<file path="src/rtl/minmax_tracker_pkg.sv">
// -----------------------------------------------------------------------------
// minmax_tracker_pkg
//   Shared definitions for the windowed min/max tracker:
//     - state_t : FSM state encoding (ST_EMPTY = 0, ST_ACCUM = 1)
//     - iw_of() : width of an in-window index for a given window length,
//                 max(1, clog2(window))
//   No ports; imported by minmax_tracker and ule_cmp.
// -----------------------------------------------------------------------------
package minmax_tracker_pkg;

    // Tracker state: EMPTY waits for the first sample of a window,
    // ACCUM folds further samples into the running min/max.
    typedef enum logic [0:0] {
        ST_EMPTY = 1'b0,
        ST_ACCUM = 1'b1
    } state_t;

    // Index width for a window of n samples. A window of one sample still
    // needs a 1-bit index port, hence the floor of 1.
    function automatic int unsigned iw_of(input int unsigned n);
        int unsigned w;
        w = 0;
        while ((32'd1 << w) < n) begin
            w++;
        end
        if (w < 1) begin
            w = 1;
        end
        return w;
    endfunction

endpackage : minmax_tracker_pkg

</file>
<file path="src/rtl/minmax_tracker_ule_cmp.sv">
// -----------------------------------------------------------------------------
// ule_cmp
//   Unsigned less-or-equal comparator: O = (A <= B).
//   Implemented as the carry-out of B + ~A + 1, i.e. B - A produces no borrow
//   exactly when B >= A.
//   Ports:
//     A  in  WIDTH  left operand
//     B  in  WIDTH  right operand
//     O  out 1      1 when A <= B (unsigned, full width)
// -----------------------------------------------------------------------------
module ule_cmp
    import minmax_tracker_pkg::*;
#(
    parameter int unsigned WIDTH = 4
) (
    input  logic [WIDTH-1:0] A,
    input  logic [WIDTH-1:0] B,
    output logic             O
);

    logic [WIDTH-1:0] a_n;
    logic [WIDTH:0]   carry;

    assign a_n      = ~A;
    // The "+1" of the two's-complement subtraction enters as carry-in.
    assign carry[0] = 1'b1;

    // Ripple carry chain: only the carry is needed, so the sum bits are
    // never formed.
    for (genvar k = 0; k < WIDTH; k++) begin : g_carry
        assign carry[k+1] = (B[k] & a_n[k]) | (carry[k] & (B[k] ^ a_n[k]));
    end

    assign O = carry[WIDTH];

endmodule : ule_cmp

</file>
<file path="src/rtl/minmax_tracker.sv">
// -----------------------------------------------------------------------------
// minmax_tracker
//   Streaming stage that accepts WIDTH-bit unsigned samples over a
//   VALID/READY handshake and tracks the minimum and maximum over fixed,
//   non-overlapping windows of WINDOW samples. At the end of each window it
//   presents MIN, MAX and the index (within the window) of the first
//   occurrence of each, held stable until the downstream accepts them.
//
//   Ports:
//     CLK      in   1      clock, all state on the rising edge
//     RESET    in   1      synchronous, active-low reset
//     I        in   WIDTH  sample
//     IVALID   in   1      sample valid
//     IREADY   out  1      stage accepts sample
//     CLR      in   1      discard the partial window (synchronous)
//     MIN      out  WIDTH  window minimum
//     MAX      out  WIDTH  window maximum
//     MIN_IDX  out  IW     index of first occurrence of MIN in the window
//     MAX_IDX  out  IW     index of first occurrence of MAX in the window
//     OVALID   out  1      result valid
//     OREADY   in   1      downstream accepts result
//   IW = max(1, clog2(WINDOW)).
// -----------------------------------------------------------------------------
module minmax_tracker
    import minmax_tracker_pkg::*;
#(
    parameter int unsigned WIDTH  = 4,
    parameter int unsigned WINDOW = 8
) (
    input  logic                        CLK,
    input  logic                        RESET,
    input  logic [WIDTH-1:0]            I,
    input  logic                        IVALID,
    output logic                        IREADY,
    input  logic                        CLR,
    output logic [WIDTH-1:0]            MIN,
    output logic [WIDTH-1:0]            MAX,
    output logic [iw_of(WINDOW)-1:0]    MIN_IDX,
    output logic [iw_of(WINDOW)-1:0]    MAX_IDX,
    output logic                        OVALID,
    input  logic                        OREADY
);

    localparam int unsigned  IW       = iw_of(WINDOW);
    localparam logic [IW-1:0] LAST_IDX = IW'(WINDOW - 1);

    // ------------------------------------------------------------------
    // State
    // ------------------------------------------------------------------
    state_t             state_q,       state_d;
    logic [IW-1:0]      cnt_q,         cnt_d;
    logic [WIDTH-1:0]   run_min_q,     run_min_d;
    logic [WIDTH-1:0]   run_max_q,     run_max_d;
    logic [IW-1:0]      run_min_idx_q, run_min_idx_d;
    logic [IW-1:0]      run_max_idx_q, run_max_idx_d;

    logic [WIDTH-1:0]   min_q,         min_d;
    logic [WIDTH-1:0]   max_q,         max_d;
    logic [IW-1:0]      min_idx_q,     min_idx_d;
    logic [IW-1:0]      max_idx_q,     max_idx_d;
    logic               ovalid_q,      ovalid_d;

    // ------------------------------------------------------------------
    // Comparators
    // ------------------------------------------------------------------
    // min_keep: run_min <= I, the running minimum survives (ties keep the
    //           earlier index).
    // max_keep: I <= run_max, the running maximum survives.
    logic min_keep;
    logic max_keep;

    ule_cmp #(.WIDTH(WIDTH)) u_min_cmp (
        .A (run_min_q),
        .B (I),
        .O (min_keep)
    );

    ule_cmp #(.WIDTH(WIDTH)) u_max_cmp (
        .A (I),
        .B (run_max_q),
        .O (max_keep)
    );

    // ------------------------------------------------------------------
    // Handshake
    // ------------------------------------------------------------------
    logic iready;
    logic accept;
    logic drain;

    // A pending result blocks input unless it is being drained this same
    // cycle, which lets a full-rate stream run with OREADY held high.
    assign iready = RESET & (~ovalid_q | OREADY);
    assign accept = IVALID & iready;
    assign drain  = ovalid_q & OREADY;

    // ------------------------------------------------------------------
    // Running-value update for the sample being accepted
    // ------------------------------------------------------------------
    logic               fresh;
    logic [IW-1:0]      idx;
    logic               last;
    logic [WIDTH-1:0]   upd_min;
    logic [WIDTH-1:0]   upd_max;
    logic [IW-1:0]      upd_min_idx;
    logic [IW-1:0]      upd_max_idx;

    // CLR restarts the window, so a sample accepted alongside it is treated
    // exactly like the first sample after EMPTY: index 0, seeds min and max.
    assign fresh = CLR | (state_q == ST_EMPTY);
    assign idx   = fresh ? '0 : cnt_q;
    assign last  = (idx == LAST_IDX);

    always_comb begin
        upd_min     = run_min_q;
        upd_max     = run_max_q;
        upd_min_idx = run_min_idx_q;
        upd_max_idx = run_max_idx_q;
        if (fresh) begin
            upd_min     = I;
            upd_max     = I;
            upd_min_idx = '0;
            upd_max_idx = '0;
        end else begin
            if (!min_keep) begin
                upd_min     = I;
                upd_min_idx = idx;
            end
            if (!max_keep) begin
                upd_max     = I;
                upd_max_idx = idx;
            end
        end
    end

    // ------------------------------------------------------------------
    // Next-state logic
    // ------------------------------------------------------------------
    always_comb begin
        state_d       = state_q;
        cnt_d         = cnt_q;
        run_min_d     = run_min_q;
        run_max_d     = run_max_q;
        run_min_idx_d = run_min_idx_q;
        run_max_idx_d = run_max_idx_q;
        min_d         = min_q;
        max_d         = max_q;
        min_idx_d     = min_idx_q;
        max_idx_d     = max_idx_q;
        ovalid_d      = ovalid_q;

        // Discard the partial window; a pending result is left alone.
        if (CLR) begin
            state_d       = ST_EMPTY;
            cnt_d         = '0;
            run_min_d     = '0;
            run_max_d     = '0;
            run_min_idx_d = '0;
            run_max_idx_d = '0;
        end

        if (drain) begin
            ovalid_d = 1'b0;
        end

        if (accept) begin
            if (last) begin
                // Window complete: publish and restart. Overrides a same-cycle
                // drain so OVALID stays high with the new result.
                state_d       = ST_EMPTY;
                cnt_d         = '0;
                run_min_d     = '0;
                run_max_d     = '0;
                run_min_idx_d = '0;
                run_max_idx_d = '0;
                min_d         = upd_min;
                max_d         = upd_max;
                min_idx_d     = upd_min_idx;
                max_idx_d     = upd_max_idx;
                ovalid_d      = 1'b1;
            end else begin
                state_d       = ST_ACCUM;
                cnt_d         = idx + IW'(1);
                run_min_d     = upd_min;
                run_max_d     = upd_max;
                run_min_idx_d = upd_min_idx;
                run_max_idx_d = upd_max_idx;
            end
        end
    end

    // ------------------------------------------------------------------
    // Registers (FSM, counter, running values, output holding registers)
    // ------------------------------------------------------------------
    always_ff @(posedge CLK) begin
        if (!RESET) begin
            state_q       <= ST_EMPTY;
            cnt_q         <= '0;
            run_min_q     <= '0;
            run_max_q     <= '0;
            run_min_idx_q <= '0;
            run_max_idx_q <= '0;
            min_q         <= '0;
            max_q         <= '0;
            min_idx_q     <= '0;
            max_idx_q     <= '0;
            ovalid_q      <= 1'b0;
        end else begin
            state_q       <= state_d;
            cnt_q         <= cnt_d;
            run_min_q     <= run_min_d;
            run_max_q     <= run_max_d;
            run_min_idx_q <= run_min_idx_d;
            run_max_idx_q <= run_max_idx_d;
            min_q         <= min_d;
            max_q         <= max_d;
            min_idx_q     <= min_idx_d;
            max_idx_q     <= max_idx_d;
            ovalid_q      <= ovalid_d;
        end
    end

    // ------------------------------------------------------------------
    // Outputs
    // ------------------------------------------------------------------
    assign IREADY  = iready;
    assign MIN     = min_q;
    assign MAX     = max_q;
    assign MIN_IDX = min_idx_q;
    assign MAX_IDX = max_idx_q;
    assign OVALID  = ovalid_q;

endmodule : minmax_tracker

</file>
<file path="config.mk">
export PLATFORM = sky130hd
export DESIGN_NAME = minmax_tracker
export DESIGN_NICKNAME = d
export VERILOG_FILES = /design/src/rtl/minmax_tracker_pkg.sv /design/src/rtl/minmax_tracker_ule_cmp.sv /design/src/rtl/minmax_tracker.sv
export SDC_FILE = /design/constraint.sdc
export NUM_CORES = 1
export LEC_CHECK = 0
export CORE_MARGIN = 3
export CORE_UTILIZATION = 59
export CTS_CLUSTER_SIZE = 25
export DETAILED_ROUTE_END_ITERATION = 8
export PLACE_DENSITY = 0.91
export SLEW_MARGIN = 20
export SYNTH_ARGS = -nofsm -noshare
export SYNTH_HDL_FRONTEND = slang
export SYNTH_SLANG_ARGS = --single-unit
</file>
<file path="constraint.sdc">
create_clock -name CLK -period 4 [get_ports CLK]
set_input_delay 0.8 -clock CLK [delete_from_list [all_inputs] [get_ports CLK]]
set_output_delay 0.8 -clock CLK [all_outputs]
set_load 0.005 [all_outputs]
</file>
==> run_1/pdn.png <==
(8 px per µm) Pins as bars on the die edge.
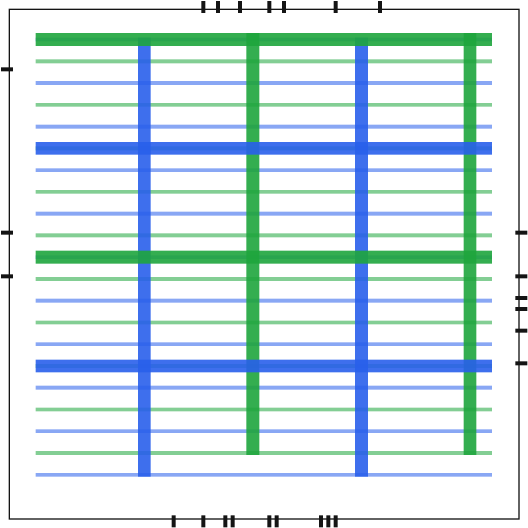
| colour | net |
|---|---|
| green | VDD |
| blue | VSS |
signal pins: 25
met5 straps: 4
rows: 20
met4 straps: 4

==> run_1/wire_density.png <==
(6 px per µm) 13 x 13 tiles, from dark purple (low) to yellow (high), scaled to the fullest tile. Values are wire area over tile area, all layers added.
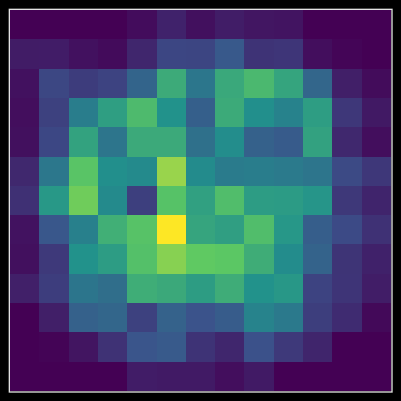
mean over tiles: 0.20
tiles over half the peak: 25%
nearly empty tiles: 13%
fullest tile: 0.69
densest ninth of the die: middle

==> run_1/final_placement.png <==
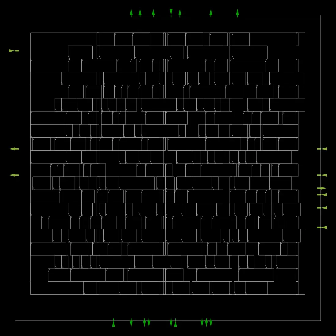
tapcell count: 44
core box area: 3100 µm²
Rows: 20
seq_cells: 33

==> run_1/met2.png <==
(8 px per µm)
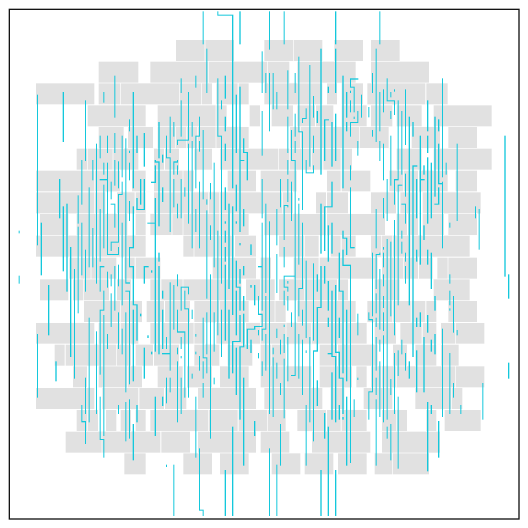
main direction: vertical
longest straight run: 26.9 µm
nets with wire on the layer: 235
wire length on this layer: 2210 µm
share of all routed wire: 45%
via count: 1896
GR Util met2: 0.403
final WL: 4940 µm

==> metrics.yaml, run 1 <==
clkCellAreaFrac: 0.0307
crit_buf_inv: 2
synth.distinct_cells: 53
cp_data_arrival_time_ns: 3.23
final-setup-viol-count: 0
cp.required_ns: 4.27
end_kind: "flip-flop"
grt_util_met1: 0.372
ys_async_sr_fraction: 0
buf_share: 0.118
dp_hpwl_um: 3560
ff_type: "dfxtp_1"
layout_top_cell: "dfxtp_1"
cts_root_buf: "clkbuf_4"
cp.depth: 9
utilization: 0.737
edf_count: 0
seqPwrFrac: 0.524
cts_resized: 0
peakVddDrop_mv: 0.260
critPathMostFrequentCell: "ha_1"
crit_type: "in2reg"
holdBufCountCts: 0
post-route-period-util: 0.739
powerComb_mw: 0.0877
drt_first_pass_iters: 5
ys_cells: 223
cts_tree: "built"
p_leak_nw: 0.791
wl_met1_um: 2240
synth_nets: 242
numCtsBuffers: 5
finalNetCount: 268
numSynthFlops: 33
antenna_found_initial: 0
inverters_excl_clock: 16
synthesis.area_um2: 1950
port_buffers: 24
post-place-cells: 286
synthTopCellsByArea: "dfxtp_1 (34%), ha_1 (6.4%), nand2_1 (5.8%)"
ys_top_cells_by_count: "dfxtp_1 (33), nand2_1 (30), inv_1 (15), ha_1 (10), nand3_1 (10)"
grt-busiest-layer: "met2"
cts_sinks: 33
sh_seq_area: 0.289
drive_gt1_frac: 0.108
stdcell_area_um2: 2290
clock.latency.late_pin_ns: 0.36
clk_pin_slew_worst_paths_ns: 0.10
endpoint: "MAX_IDX[2]"
via_per_inst: 6.45
place.gp.congestion: 0.914
synth_area_leader_cell: "dfxtp_1"
fp_util: 0.629
drtAntennaViolNets: 0
path_max_fanout: 12
status: "finished clean"
hold_violations: 0
wl_met2_um: 2210
grt-ovfl-total: 0
hold_depth: 2
die_area_um2: 4040
comb_share: 0.511
syn_inst: 223
clock_power_mw: 0.220
topRoutingLayerUsed: "met4"
pwr-share-comb: 0.136
grt_pass1_vias: 1847
stdcell_count: 294
r2r_cells: 8
pg_seq_mw: 0.338
cpMaxStageDelayCell: "clkdlybuf4s50_1"
synthXorXnorAreaFrac: 0
start_kind: "primary input"
r2r-start: "cnt_q[0]"
grt_max_degree: 26
top_logic_kind: "simple AND/OR/NAND/NOR gates"
whs_ns: 0.481
==> run_1/drive_strength.png <==
(4 px per µm)
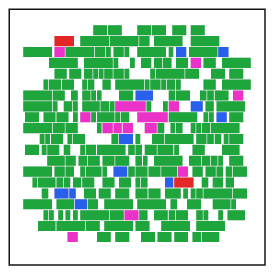

## Run 2: what changed since run 1
--- a/config.mk
+++ b/config.mk
@@ -6,10 +6,10 @@
 export NUM_CORES = 1
 export LEC_CHECK = 0
 export CORE_MARGIN = 3
-export CORE_UTILIZATION = 59
+export CORE_UTILIZATION = 50
 export CTS_CLUSTER_SIZE = 25
 export DETAILED_ROUTE_END_ITERATION = 8
-export PLACE_DENSITY = 0.91
+export PLACE_DENSITY = 0.83
 export SLEW_MARGIN = 20
 export SYNTH_ARGS = -nofsm -noshare
 export SYNTH_HDL_FRONTEND = slang
==> constraint.sdc (replaced) <==
create_clock -name CLK -period 2.66 [get_ports CLK]
set_input_delay 0.532 -clock CLK [delete_from_list [all_inputs] [get_ports CLK]]
set_output_delay 0.532 -clock CLK [all_outputs]
set_load 0.005 [all_outputs]
==> run_2/drive_strength.png <==
(4 px per µm)
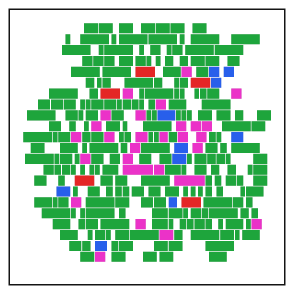
| colour | size | cells | share |
|---|---|---|---|
| green | drive 1 or less | 226 | 84% |
| red | drive 6 and up | 5 | 1.9% |
| blue | drive 2 | 10 | 3.7% |
| magenta | drive 3 to 4 | 28 | 10% |

==> run_2/wire_density.png <==
(6 px per µm) 14 x 14 tiles, from dark purple (low) to yellow (high), scaled to the fullest tile. Values are wire area over tile area, all layers added.
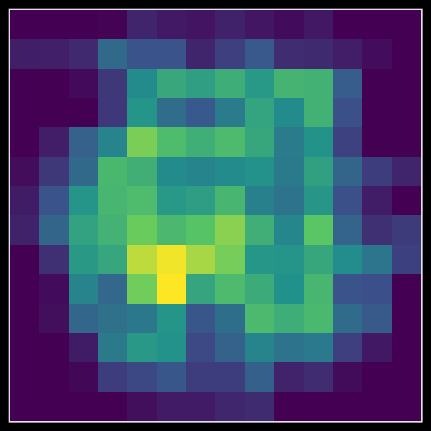
fullest tile: 0.63
nearly empty tiles: 22%
tiles over half the peak: 29%
mean over tiles: 0.19
final WL: 5480 µm
Total GRT Usage: 0.257
wire per inst: 17.3 µm
via count: 1975

==> metrics.yaml, run 2 <==
comb.multi_input.count: 165
seqPwrFrac: 0.495  # -0.029
syn_inst: 223  # unchanged
grt-ovfl-total: 0  # unchanged
place.gp.congestion: 0.893  # -2.2%
grt-busiest-layer: "met2"
top_logic_kind: "simple AND/OR/NAND/NOR gates"
place_ws_ns: -0.0444
cts_tree: "built"
well_tap_count: 48  # +9.1%
largestClassByArea: "multi-input combinational cells"
dr_wl_met3_um: 408
endpoint: "run_max_idx_q[2]"
layout_setup_ws_ns: 0.241
h-tree-depth: 2
ys_cells: 223  # unchanged
synth_nets: 242  # unchanged
timing_max_transition_violations_final: 0
status: "finished clean"
comb_share: 0.478  # -0.0329
fp_util: 0.526  # -0.104
cp.depth: 9  # unchanged
regArea_um2: 661
crit_buf_inv: 2  # unchanged
final-comb-area_um2: 1170
met3_usage: 0.0746
wl_met2_um: 2620  # +19%
die_area_um2: 4690  # +16%
post-route-period-util: 0.909
placed_area_um2: 2360
ys_warn_count: 0
r2r-start: "run_min_q[1]"
start_kind: "primary input"
clock.latency.late_pin_ns: 0.29  # -0.07 ns
via_per_inst: 6.23  # -3.4%
cp_data_arrival_time_ns: 2.61  # -0.62 ns
startpoint: "CLR"
p_int_mw: 0.748
numCtsBuffers: 5  # unchanged
pg_seq_mw: 0.509  # +51%
r2r_cells: 6  # -2
synthesis.area_um2: 1950  # unchanged
avgSynthCellArea_um2: 8.76
numSynthFlops: 33  # unchanged
ys_top_cells_by_count: "dfxtp_1 (33), nand2_1 (30), inv_1 (15), ha_1 (10), nand3_1 (10)"
synthXorXnorAreaFrac: 0  # unchanged
utilization: 0.658  # -0.0791
num_rows: 22  # +10%
peakVddDrop_mv: 0.221  # -15%
path_max_fanout: 7  # -5
wl_met1_um: 2410  # +7.6%
finalNetCount: 287  # +7.1%
cts_sinks: 33  # unchanged
clock_power_mw: 0.365  # +66%
pwr-share-comb: 0.150  # +0.014
clk_pin_slew_worst_paths_ns: 0.07  # -0.03 ns
p_leak_nw: 0.882  # +12%
stdcell_count: 317  # +7.8%
port_buffers: 24  # unchanged
layout_top_cell: "dfxtp_1"
buf_share: 0.169  # +0.0507
top_cell: "dfxtp_1"
end_kind: "flip-flop"
hold_class: "reg2reg"
timing.slew.headroom: 0.610
cts_resized: 0  # unchanged
final-setup-viol-count: 0  # unchanged
whs_ns: 0.475  # -0.00649 ns
dp_hpwl_um: 4100  # +15%
crit_type: "in2reg"
die_y_um: 68.5
rrSetupSlack_ns: 0.66
nFillCells: 317
hold_depth: 2  # unchanged
gr-usage-met2: 0.410  # +0.00714
period_minus_slack_ns: 2.42
core-area_um2: 3720  # +20%
edf_count: 0  # unchanged
inverters_excl_clock: 16  # unchanged
hold_end: "MIN_IDX[2]"
topRoutingLayerUsed: "met4"
synth.distinct_cells: 53  # unchanged
cpMaxStageDelayCell: "clkdlybuf4s50_1"
flops: 33  # unchanged
stdcell_area_um2: 2440  # +6.9%
synthTopCellsByArea: "dfxtp_1 (34%), ha_1 (6.4%), nand2_1 (5.8%)"
tns_ns: 0
yosysChipArea_um2: 1950
powerComb_mw: 0.155  # +77%
drtIter0Drc: 230
grt_max_degree: 17  # -35%
critPathMostFrequentCell: "ha_1"
cts_root_buf: "clkbuf_8"
critical_path.top_delay_family: "buffers and inverters"
drive_gt1_frac: 0.160  # +0.0519
boundaryPins: 25
hold_violations: 0  # unchanged
post-place-cells: 309  # +8.0%
grt_util_met1: 0.343  # -0.0292
nNonClkBuffers: 47
cp.required_ns: 2.86  # -1.41 ns
synth_area_leader_cell: "dfxtp_1"
holdBufCountCts: 0  # unchanged
yosys.area_share.aoi: 0.247
crit_chain: "clkdlybuf4s50_1 -> nand2b_1 -> nor2_1 -> ha_1 -> ha_1 -> nor4_2 -> buf_4 -> o21ai_1 -> o221ai_1"
ff_type: "dfxtp_1"
clkCellAreaFrac: 0.0328  # +0.00212
pwr_density_cell_nw_per_um2: 421
ys_async_sr_fraction: 0  # unchanged
sh_seq_area: 0.270  # -0.0186
drt_first_pass_iters: 5  # unchanged
drtAntennaViolNets: 0  # unchanged
fmaxAchievable_mhz: 413
grt_pass1_vias: 1801  # -2.5%
slowest_delay_ns: 0.48
antenna_found_initial: 0  # unchanged
Power and IR drop assume default switching activity.
